### src/rtl/serial_master_port.sv
// serial_master_port: bit-serial bus master. Each transaction shifts an address
// MSB-first (slave-select ID bits, then the rest), then one or more data beats
// written on wr_bus or read from rd_bus, with a valid/ready handshake per bit.
// Optional feature: define SERIAL_MASTER_PORT_TIMEOUT_EN to abort a transaction
// with m_err after TIMEOUT_CYC consecutive stalled cycles.
module serial_master_port #(
  parameter int ADDR_W      = 16,
  parameter int ID_W        = 4,
  parameter int DATA_W      = 8,
  parameter int LEN_W       = 4,
  parameter int TIMEOUT_CYC = 255
) (
  input  logic              clk,
  input  logic              rstn,
  output logic              mode,
  output logic              wr_bus,
  input  logic              rd_bus,
  input  logic              ack,
  output logic              master_valid,
  input  logic              slave_ready,
  output logic              master_ready,
  input  logic              slave_valid,
  input  logic [ADDR_W-1:0] m_addr,
  input  logic              m_mode,
  input  logic [LEN_W-1:0]  m_len,
  input  logic [DATA_W-1:0] m_wr_data,
  input  logic              m_start,
  output logic [DATA_W-1:0] m_rd_data,
  output logic              m_rd_valid,
  output logic              m_wr_req,
  output logic              m_done,
  output logic              m_err,
  output logic              m_busy
);

  localparam int MAX_W = (ADDR_W > DATA_W) ? ADDR_W : DATA_W;
  localparam int CNT_W = $clog2(MAX_W + 1);

  typedef enum logic [2:0] {
    IDLE      = 3'd0,
    ADDR_ID   = 3'd1,
    ADDR_REST = 3'd2,
    WR_DATA   = 3'd3,
    RD_DATA   = 3'd4,
    NEXT      = 3'd5,
    DONE      = 3'd6,
    ERR       = 3'd7
  } state_t;

  state_t              state_r, next_state_s;
  logic [ADDR_W-1:0]   addr_sh_r;
  logic [DATA_W-1:0]   data_sh_r;
  logic [DATA_W-2:0]   rd_sh_r;
  logic [DATA_W-1:0]   rd_next_s;
  logic [CNT_W-1:0]    bit_cnt_r;
  logic [LEN_W-1:0]    beat_cnt_r;
  logic [LEN_W-1:0]    len_r;
  logic                mode_r;
  logic [DATA_W-1:0]   rd_data_r;
  logic                rd_valid_r;
  logic                wr_xfer_s, rd_xfer_s;
  logic                last_id_s, last_addr_s, last_data_s, last_beat_s;
  logic                timeout_s;

  assign wr_xfer_s   = master_valid & slave_ready;
  assign rd_xfer_s   = master_ready & slave_valid;
  assign last_id_s   = (bit_cnt_r == CNT_W'(ID_W - 1));
  assign last_addr_s = (bit_cnt_r == CNT_W'(ADDR_W - 1));
  assign last_data_s = (bit_cnt_r == CNT_W'(DATA_W - 1));
  // Beat counter stops at len_r, so m_len all-ones never needs to wrap.
  assign last_beat_s = (beat_cnt_r == len_r);
  assign rd_next_s   = {rd_sh_r, rd_bus};
  assign mode        = mode_r;
  assign m_rd_data   = rd_data_r;
  assign m_rd_valid  = rd_valid_r;

`ifdef SERIAL_MASTER_PORT_TIMEOUT_EN
  localparam int TO_W = $clog2(TIMEOUT_CYC + 1);
  logic [TO_W-1:0] stall_cnt_r;
  logic            stall_s;

  assign stall_s   = (master_valid & ~slave_ready) | (master_ready & ~slave_valid);
  assign timeout_s = stall_s && (stall_cnt_r == TO_W'(TIMEOUT_CYC - 1));

  // Count consecutive stalled handshake cycles; any non-stalled cycle restarts it.
  always_ff @(posedge clk) begin
    if (!rstn) begin
      stall_cnt_r <= '0;
    end else if (stall_s) begin
      stall_cnt_r <= stall_cnt_r + TO_W'(1);
    end else begin
      stall_cnt_r <= '0;
    end
  end
`else
  // No stall supervision: the master waits on the slave indefinitely.
  assign timeout_s = (TIMEOUT_CYC < 0);
`endif

  // State register.
  always_ff @(posedge clk) begin
    if (!rstn) begin
      state_r <= IDLE;
    end else begin
      state_r <= next_state_s;
    end
  end

  // Next-state decision from handshakes, bit/beat counters and ack.
  always_comb begin
    next_state_s = state_r;
    case (state_r)
      IDLE: begin
        if (m_start) next_state_s = ADDR_ID;
        else         next_state_s = IDLE;
      end
      ADDR_ID: begin
        if (timeout_s)                    next_state_s = ERR;
        else if (wr_xfer_s && last_id_s)  next_state_s = ack ? ADDR_REST : ERR;
        else                              next_state_s = ADDR_ID;
      end
      ADDR_REST: begin
        if (timeout_s)                     next_state_s = ERR;
        else if (wr_xfer_s && last_addr_s) next_state_s = mode_r ? WR_DATA : RD_DATA;
        else                               next_state_s = ADDR_REST;
      end
      WR_DATA: begin
        if (timeout_s)                     next_state_s = ERR;
        else if (wr_xfer_s && last_data_s) next_state_s = last_beat_s ? DONE : NEXT;
        else                               next_state_s = WR_DATA;
      end
      RD_DATA: begin
        if (timeout_s)                     next_state_s = ERR;
        else if (rd_xfer_s && last_data_s) next_state_s = last_beat_s ? DONE : NEXT;
        else                               next_state_s = RD_DATA;
      end
      NEXT:    next_state_s = mode_r ? WR_DATA : RD_DATA;
      DONE:    next_state_s = IDLE;
      ERR:     next_state_s = IDLE;
      default: next_state_s = IDLE;
    endcase
  end

  // Bus-side and host-side strobes decoded from the current state.
  always_comb begin
    master_valid = 1'b0;
    master_ready = 1'b0;
    wr_bus       = 1'b0;
    m_wr_req     = 1'b0;
    m_done       = 1'b0;
    m_err        = 1'b0;
    m_busy       = (state_r != IDLE);
    case (state_r)
      ADDR_ID, ADDR_REST: begin
        master_valid = 1'b1;
        wr_bus       = addr_sh_r[ADDR_W-1];
      end
      WR_DATA: begin
        master_valid = 1'b1;
        wr_bus       = data_sh_r[DATA_W-1];
      end
      RD_DATA: master_ready = 1'b1;
      NEXT:    m_wr_req     = mode_r;
      DONE:    m_done       = 1'b1;
      ERR:     m_err        = 1'b1;
      default: m_busy       = (state_r != IDLE);
    endcase
  end

  // Datapath: request latching, shift registers, counters and read-data capture.
  always_ff @(posedge clk) begin
    if (!rstn) begin
      addr_sh_r  <= '0;
      data_sh_r  <= '0;
      rd_sh_r    <= '0;
      bit_cnt_r  <= '0;
      beat_cnt_r <= '0;
      len_r      <= '0;
      mode_r     <= 1'b0;
      rd_data_r  <= '0;
      rd_valid_r <= 1'b0;
    end else begin
      rd_valid_r <= 1'b0;
      case (state_r)
        IDLE: begin
          if (m_start) begin
            addr_sh_r  <= m_addr;
            data_sh_r  <= m_wr_data;
            mode_r     <= m_mode;
            len_r      <= m_len;
            bit_cnt_r  <= '0;
            beat_cnt_r <= '0;
          end
        end
        ADDR_ID, ADDR_REST: begin
          if (wr_xfer_s) begin
            addr_sh_r <= {addr_sh_r[ADDR_W-2:0], 1'b0};
            bit_cnt_r <= (state_r == ADDR_REST && last_addr_s) ? '0 : bit_cnt_r + CNT_W'(1);
          end
        end
        WR_DATA: begin
          if (wr_xfer_s) begin
            data_sh_r <= {data_sh_r[DATA_W-2:0], 1'b0};
            bit_cnt_r <= last_data_s ? '0 : bit_cnt_r + CNT_W'(1);
          end
        end
        RD_DATA: begin
          if (rd_xfer_s) begin
            rd_sh_r   <= rd_next_s[DATA_W-2:0];
            bit_cnt_r <= last_data_s ? '0 : bit_cnt_r + CNT_W'(1);
            if (last_data_s) begin
              rd_data_r  <= rd_next_s;
              rd_valid_r <= 1'b1;
            end
          end
        end
        NEXT: begin
          beat_cnt_r <= beat_cnt_r + LEN_W'(1);
          if (mode_r) data_sh_r <= m_wr_data;
        end
        DONE, ERR: begin
          addr_sh_r  <= '0;
          data_sh_r  <= '0;
          rd_sh_r    <= '0;
          bit_cnt_r  <= '0;
          beat_cnt_r <= '0;
          len_r      <= '0;
        end
        default: rd_valid_r <= 1'b0;
      endcase
    end
  end

endmodule
### config.mk
export PLATFORM = sky130hd
export DESIGN_NAME = serial_master_port
export DESIGN_NICKNAME = d
export VERILOG_FILES = /design/src/rtl/serial_master_port.sv
export SDC_FILE = /design/constraint.sdc
export NUM_CORES = 1
export LEC_CHECK = 0
export ABC_AREA = 1
export ABC_CLOCK_PERIOD_IN_PS = 3400
export CAP_MARGIN = 20
export CORE_AREA = 8 8 83 85
export DETAILED_ROUTE_END_ITERATION = 12
export DIE_AREA = 0 0 91 93
export PLACE_DENSITY = 0.82
export SETUP_SLACK_MARGIN = 0.15
export SLEW_MARGIN = 5
export SYNTH_ARGS = -nofsm -noshare
export SYNTH_HDL_FRONTEND = slang
export SYNTH_SLANG_ARGS = --single-unit
### constraint.sdc
create_clock -name clk -period 3.4 [get_ports clk]
set_clock_uncertainty 0.15 [all_clocks]
set_input_delay 0.51 -clock clk [delete_from_list [all_inputs] [get_ports clk]]
set_output_delay 0.51 -clock clk [all_outputs]
set_load 0.005 [all_outputs]
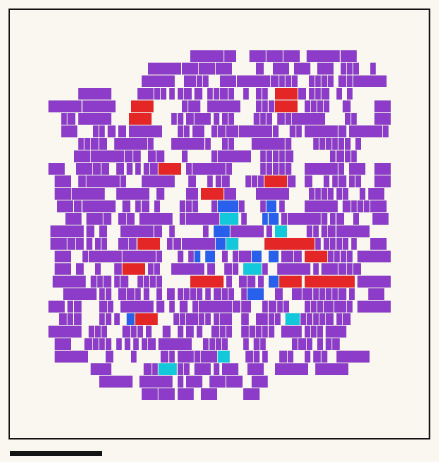
Fig. 1. Cell sizes after repair.
Bar = 20 um.
Key: x1 and smaller = purple [cells 485, share 93%, most used nand2_1]; x2 = blue [cells 13, share 2.5%, most used nand2_2]; x3 and x4 = cyan [cells 7, share 1.3%, most used buf_4]; x6 and larger = red [cells 15, share 2.9%, most used clkbuf_8]
area of all placed cells without fillers: 3770 um2
relative area change from synthesis to final layout: 25.7%

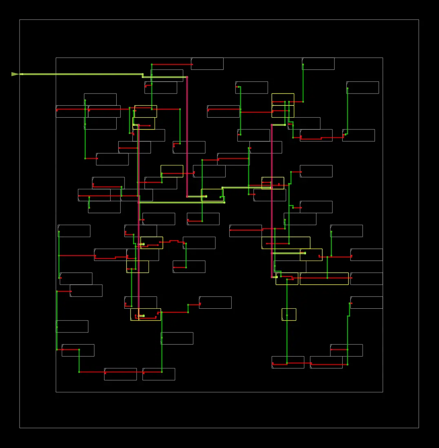
Fig. 2. Clock wiring as the flow saved it.
final-layout clock buffer total: 12
TritonCTS Buffers: 9
clk sink count: 57
power in the clock group: 0.747 mW

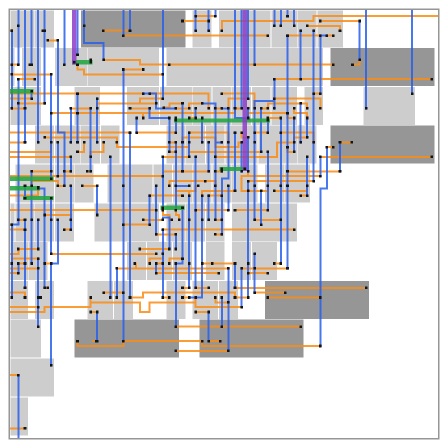
Fig. 3. Close-up of the layout.
Window x 53 to 83, y 8 to 38 um. Cells in gray, sequential cells in the stronger gray; small squares are vias.
Key: M2 = blue; M1 = orange; M3 = green; M4 = purple
Sequential cells in the window: 6. Most frequent: nand2_1 (24), inv_1 (8), nor2_1 (8). 73 logic cells have their middle in the window. Netlist names of flops here include bit_cnt_r (5), addr_sh_r (1).

==> notes.md <==
Purpose: to document the outcome of synthesis and place and route.

Run status
The flow ran to the end, and the final reports show no timing, DRC or antenna violations.

Timing
The final tally of hold violations is 0. Setup repair after global routing left no endpoint under its margin.

Worst setup path
The data arrival time of the worst path is 2.29 ns. The number of buffer and inverter instances along the worst setup path is 3. The type of destination of the critical path is an output pin.

Placed design
The final weighted congestion recorded by global placement is 0.946. The instance area at placement is 3530 um2.

Clock tree
The cell chosen for the clock root is clkbuf_8. Post-CTS timing repair inserted 0 buffers for setup. TritonCTS built the clock tree.

GRT
Entering global routing, the biggest net connects 37 pins.

Detailed routing
The script parses the final routing iteration and logs DRC violations as 0. The routed layout has 3014 vias.

Logic synthesis
The chip area line of the yosys report is 3000 um2. The Yosys warning count is 0. The dominant cell type by area after synthesis is dfxtp_1.

The flip-flop and latch count after synthesis is 57. The number of standard cells after synthesis is 465. The cell total in the yosys stat output is 465.

Final layout
The total inserted antenna cells is 0. The fraction of layout instances using a drive strength above 1 is 0.0673.

Pwr
Summed over all cells, the static leakage comes to 1.68 nW. The maximum vdd drop is 0.385 mV.

Die
The floorplan step defined a core boundary enclosing 5680 um2. The core utilization at floorplan is 0.529. The vertical die dimension is 93 um.

The number of ports placed on the die boundary is 53.

Hold path
The type of the tightest min-delay check is reg -> reg.
[area by class of cell]
cell class	count	area, um2
Sequential cell	57	1140
Tap cell	75	93.8
Fill cell	526	1900
Timing Repair Buffer	55	543
Clock buffer	12	165
Multi-Input combinational cell	339	1560
Inverter	53	199
Clock inverter	4	73.8
[sequential cells by signal, indices dropped and copies added (netlist names)]
signal	flops
rd_sh_r	7
m_rd_valid	1
len_r	4
mode	1
bit_cnt_r	5
addr_sh_r	16
data_sh_r	8
m_rd_data	8
beat_cnt_r	4
state_r	3
[power breakdown]
part | internal (mW) | switching [mW] | total, mW | leakage (nW)
Sequential | 0.709 | 0.0213 | 0.731 | 0.466
Clock | 0.473 | 0.274 | 0.747 | 0.123
Combinational | 0.105 | 0.141 | 0.246 | 1.09
Total | 1.29 | 0.437 | 1.72 | 1.68
[stage by stage]
stage	util	hold slack, ns	setup WS [ns]	instances	total power [mW]
finish	0.664	0.321	0.451	595	1.72
CTS	0.664	0.326	0.432	595	1.74
floorplan	-	0.280	1.55	465	0.913
global placement	0.622	0.302	0.853	579	0.983
global route	0.664	0.346	0.254	595	1.81
detailed placement	0.622	0.310	0.802	579	0.990
[worst register-to-register path: stages (launching register included)]
cell     delay [ns]
dfxtp_1        0.58
inv_1          0.24
nand2_4        0.18
inv_1          0.05
nand2_1        0.17
nand2_1        0.13
inv_2          0.06
nand2_2        0.26
inv_1          0.24
nor2_1         0.06
nor2_1         0.11
[metal layers]
metal  share of wire  global-route usage
met1            0.45               0.193
met2            0.48               0.308
met3           0.044              0.0489
met4           0.023              0.0859
met5               0                   0
[synth_stat cells (all sizes together)]
cell and instances:
clkbuf 6, nand4 4, o21ai 34, nand3 36
clkinv 1, nor2 83, a31oi 1, dfxtp 57
buf 10, nor3b 2, nand3b 3, a21boi 8
o211ai 1, a21oi 22, ha 3, nor3 4
nand2 138, inv 52
[cell families (layout without fill, tap and decap cells)]
kind of cell | count (synthesis) | count (layout) | synth area share
AOI/OAI and AO/OA | 66 | 66 | 0.118
adders and majority gates | 3 | 3 | 0.0125
buffers and inverters | 69 | 124 | 0.101
DFF | 57 | 57 | 0.380
and+or+nand+nor | 270 | 270 | 0.388
[path summary, 6_finish.rpt]
| path | startpoint | endpoint | slack [ns] |
|---|---|---|---|
| setup / recovery | state_r[2] | wr_bus | 0.45 |
| hold / removal | rd_sh_r[4] | m_rd_data[5] | 0.32 |
| setup reg to reg | state_r[2] | addr_sh_r[0] | 1.11 |
| hold reg to reg | rd_sh_r[4] | m_rd_data[5] | 0.32 |
No activity file was given, so power comes from the tool's default toggle rates.
